**Wiring heat map**

Drawn at 3 px/µm. 25 x 25 tiles, from white (low) to dark blue (high), scaled to the fullest tile. Values are wire area over tile area, all layers added.
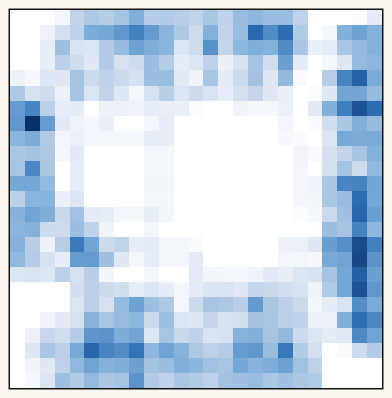
**Logic cells by family**

Drawn at 4 px/µm.
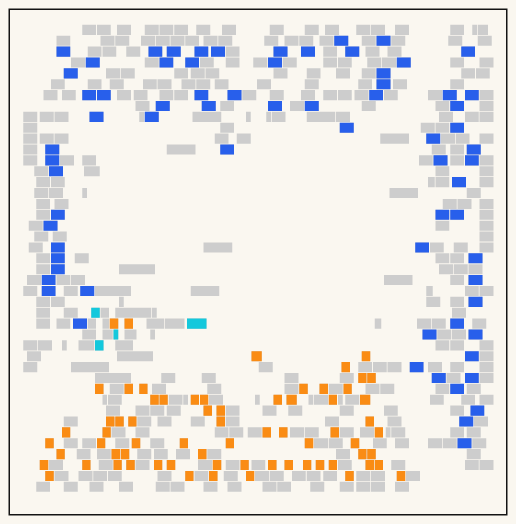
==> src/rtl/bus_arbiter.sv <==
// bus_arbiter: two-master alternating-priority arbiter onto one shared slave bus.
// Define BUS_ARB_TIMEOUT_EN to abort grants that exceed TIMEOUT_CYCLES slave cycles.
module bus_arbiter #(
    parameter int TIMEOUT_CYCLES = 256
) (
    input  logic        clk,
    input  logic        rst,
    input  logic [31:0] m0_addr,
    input  logic [31:0] m0_wdata,
    input  logic [3:0]  m0_wmask,
    input  logic        m0_ren,
    input  logic        m0_wen,
    output logic [31:0] m0_rdata,
    output logic        m0_done,
    input  logic [31:0] m1_addr,
    input  logic [31:0] m1_wdata,
    input  logic [3:0]  m1_wmask,
    input  logic        m1_ren,
    input  logic        m1_wen,
    output logic [31:0] m1_rdata,
    output logic        m1_done,
    output logic [31:0] s_addr,
    output logic [31:0] s_wdata,
    output logic [3:0]  s_wmask,
    output logic        s_ren,
    output logic        s_wen,
    input  logic [31:0] s_rdata,
    input  logic        s_done,
    output logic        err_timeout
);
    typedef enum logic [1:0] {IDLE, GRANT0, GRANT1} state_t;

    state_t      state, state_nx;
    logic        last_grant;
    logic        req0, req1, g0, g1, busy, abort, fin, other_req;
    logic [31:0] rdata;

    assign req0      = m0_ren | m0_wen;
    assign req1      = m1_ren | m1_wen;
    assign g0        = state == GRANT0;
    assign g1        = state == GRANT1;
    assign busy      = g0 | g1;
    assign fin       = busy & (s_done | abort);
    assign other_req = g0 ? req1 : req0;

`ifdef BUS_ARB_TIMEOUT_EN
    localparam int cw = $clog2(TIMEOUT_CYCLES) + 1;
    localparam logic [cw-1:0] limit = cw'(TIMEOUT_CYCLES - 1);

    logic [cw-1:0] cnt;

    // Cleared whenever a grant starts, so each transaction gets the full budget
    always_ff @(posedge clk or posedge rst) begin
        if (rst) cnt <= '0;
        else     cnt <= (!busy || fin) ? '0 : cnt + 1'b1;
    end

    assign abort = busy & ~s_done & (cnt == limit);
`else
    logic unused_timeout;
    assign unused_timeout = ^TIMEOUT_CYCLES;
    assign abort          = 1'b0;
`endif

    // A tie goes to whichever master was not served last
    always_comb begin
        state_nx = !busy ? ((req0 & req1) ? (last_grant ? GRANT0 : GRANT1) :
                            req0 ? GRANT0 : req1 ? GRANT1 : IDLE) :
                   fin   ? (other_req ? (g0 ? GRANT1 : GRANT0) : IDLE) :
                           state;
    end

    always_ff @(posedge clk or posedge rst) begin
        if (rst) begin
            state      <= IDLE;
            last_grant <= 1'b1;
        end else begin
            state <= state_nx;
            if (fin) last_grant <= g1;
        end
    end

    assign s_addr      = g0 ? m0_addr  : g1 ? m1_addr  : '0;
    assign s_wdata     = g0 ? m0_wdata : g1 ? m1_wdata : '0;
    assign s_wmask     = g0 ? m0_wmask : g1 ? m1_wmask : '0;
    assign s_ren       = g0 ? m0_ren   : g1 ? m1_ren   : 1'b0;
    assign s_wen       = g0 ? m0_wen   : g1 ? m1_wen   : 1'b0;
    assign rdata       = abort ? 32'hDEAD_BEEF : s_rdata;
    assign m0_done     = g0 & (s_done | abort);
    assign m1_done     = g1 & (s_done | abort);
    assign m0_rdata    = g0 ? rdata : '0;
    assign m1_rdata    = g1 ? rdata : '0;
    assign err_timeout = abort;
endmodule
==> config.mk <==
export PLATFORM = sky130hd
export DESIGN_NAME = bus_arbiter
export DESIGN_NICKNAME = d
export VERILOG_FILES = /design/src/rtl/bus_arbiter.sv
export SDC_FILE = /design/constraint.sdc
export NUM_CORES = 1
export LEC_CHECK = 0
export CAP_MARGIN = 20
export CORE_AREA = 3 3 121 123
export CTS_BUF_LIST = sky130_fd_sc_hd__clkbuf_16
export DETAILED_ROUTE_END_ITERATION = 16
export DIE_AREA = 0 0 124 126
export GPL_TIMING_DRIVEN = 0
export PLACE_DENSITY = 0.55
export SLEW_MARGIN = 20
export SYNTH_ARGS = -nofsm -noshare
export SYNTH_HDL_FRONTEND = slang
export SYNTH_SLANG_ARGS = --single-unit
export TNS_END_PERCENT = 5
==> constraint.sdc <==
create_clock -name clk -period 4.65 [get_ports clk]
set_input_delay 0.93 -clock clk [delete_from_list [all_inputs] [get_ports clk]]
set_output_delay 0.93 -clock clk [all_outputs]
set_load 0.02 [all_outputs]
==> qor.yml <==
synth:
  ys_warn_count: 0
  ys_sh_adder: 0.0160
  synth_cell_type_count: 24
  syn_area_per_cell_um2: 8.65
  flop_cell: "dfrtp_1"
  top_area_cell: "a22o_2"
  ys_cells: 181
  simple_gate_share: 0.293
  synth-edff-count: 0
  syn_inst: 181
  synth.yosys.seq_area_share: 0.0487
  ys_area_um2: 1570
  xor_share: 0
  synth_area_um2: 1570
  synth_nets: 358
  synth-seq-cells: 3
  synthArstFlopShare: 1.00
  mux_share: 0.00719
worst_setup_path:
  start_kind: "input pin"
  worstPathArrival_ns: 2.33
  cpMostUsedCell: "clkdlybuf4s50_1"
  path_delay_family: "buffers and inverters"
  cp.required_ns: 3.72
  cpMaxStageDelayCell: "clkdlybuf4s50_1"
  worstPathMaxFanout: 7
die:
  ioPinCount: 312
  rows: 43
  die_h_um: 126
  floorplan.core_util: 0.114
  tapCellCount: 180
  core_um2: 13800
  die_area_um2: 15600
  die_w_um: 124
routing:
  wl_met3_mm: 1.03
  routed.top_layer: "met4"
  wl_met2_mm: 6.08
  ant_nets: 0
  drt-vias-per-instance: 3.93
  first_pass_iters: 4
  routedWlPerCell_um: 16.5
  drc: 0
  met1_length_mm: 3.93
  vias: 2656
final_timing:
  fin_worst_skew_ns: 0.0000494
  slew_violations: 0
  fmax_mhz: 307
  finalSetupViolations: 0
  fin_tns_setup_ns: 0
outcome:
  status: "finished, final reports clean"
power:
  ir_worst_vdd_mv: 0.188
  power_density_nw_per_um2: 582
  seqPwrFrac: 0.018
  finalPower_mw: 2.90
  p_int_mw: 1.58
  comb_power_share: 0.936
  p_leak_nw: 1.90
  power_clock_mw: 0.134
  combinationalPower_mw: 2.71
layout:
  layout_top_cells: "310 x clkdlybuf4s50_1, 70 x a22o_2, 63 x and2_1, 10 x clkbuf_1, 8 x buf_12"
  finalNetCount: 673
  flops: 3
  buf_share: 0.673
  comb_cells: 151
  buffers_excl_clock: 334
  seq-cell-share: 0.0153
  largest_class: "non-clock buffers"
  nClkBuffers: 3
  insertedDiodeCount: 0
  inverters_excl_clock: 3
  regArea_um2: 76.3
clock_tree:
  cts_tree: "built"
  cts_max_path_buffers: 2
  numClockSinks: 3
  htreeDepth: 1
  post_cts.repair.setup_buffers: 0
  clock-root-buffer: "clkbuf_16"
  ctsHoldBuffers: 0
  clock_latency_ns: 0.22
place:
  detailed_place_hpwl_mm: 9.77
  placed_cells: 671
global_route:
  grt_pass1_vias: 2719
  use_met1: 0.140
  antenna_found_initial: 0
  gr-max-usage-layer: "met2"
  gr-usage-met3: 0.0278
  grt_overflow: 0
  grt_use_total: 0.128
flow_run:
  drv_cap: 0
min_path:
  hp-class: "flop to flop"
About 'wiring heat map':
The emptiest ninth of the die: center. 24% of the tiles are nearly empty. 13% of the tiles are over half the peak.

About 'logic cells by family':
NOR gates: drawn in cyan, cells 4. AND-OR and OR-AND gates: drawn in blue, cells 70, where all over the die. AND and OR gates: drawn in orange, cells 68.
Cell Count, Final, Fillers Out: 675
Commonest Layout Cell: clkdlybuf4s50_1
Comb/total area: 0.248

## worst paths after layout
check,start,slack (ns),end,cells after the start
max,s_done,1.39,m0_done,3
min,state[0],0.59,state[0],2
max reg2reg,state[1],3.22,state[1],7
min reg2reg,state[0],0.59,state[0],2
max in group asynchronous,rst,3.55,last_grant,2
min in group asynchronous,rst,0.88,state[1],2
## stage by stage
step                worst slack [ns]   util  instance area, µm²  hold slack [ns]
floorplan                       2.42      -                1570            0.548
global placement                1.35  0.355                4890            0.574
detailed placement              1.35  0.355                4890            0.590
CTS                             1.35  0.361                4970            0.595
global route                    1.24  0.361                4970            0.630
finish                          1.39  0.361                4970            0.592
## flip-flops by register name (all words and copies together), names as in the netlist
name        flops
state           2
last_grant      1
Power and IR drop assume default switching activity.
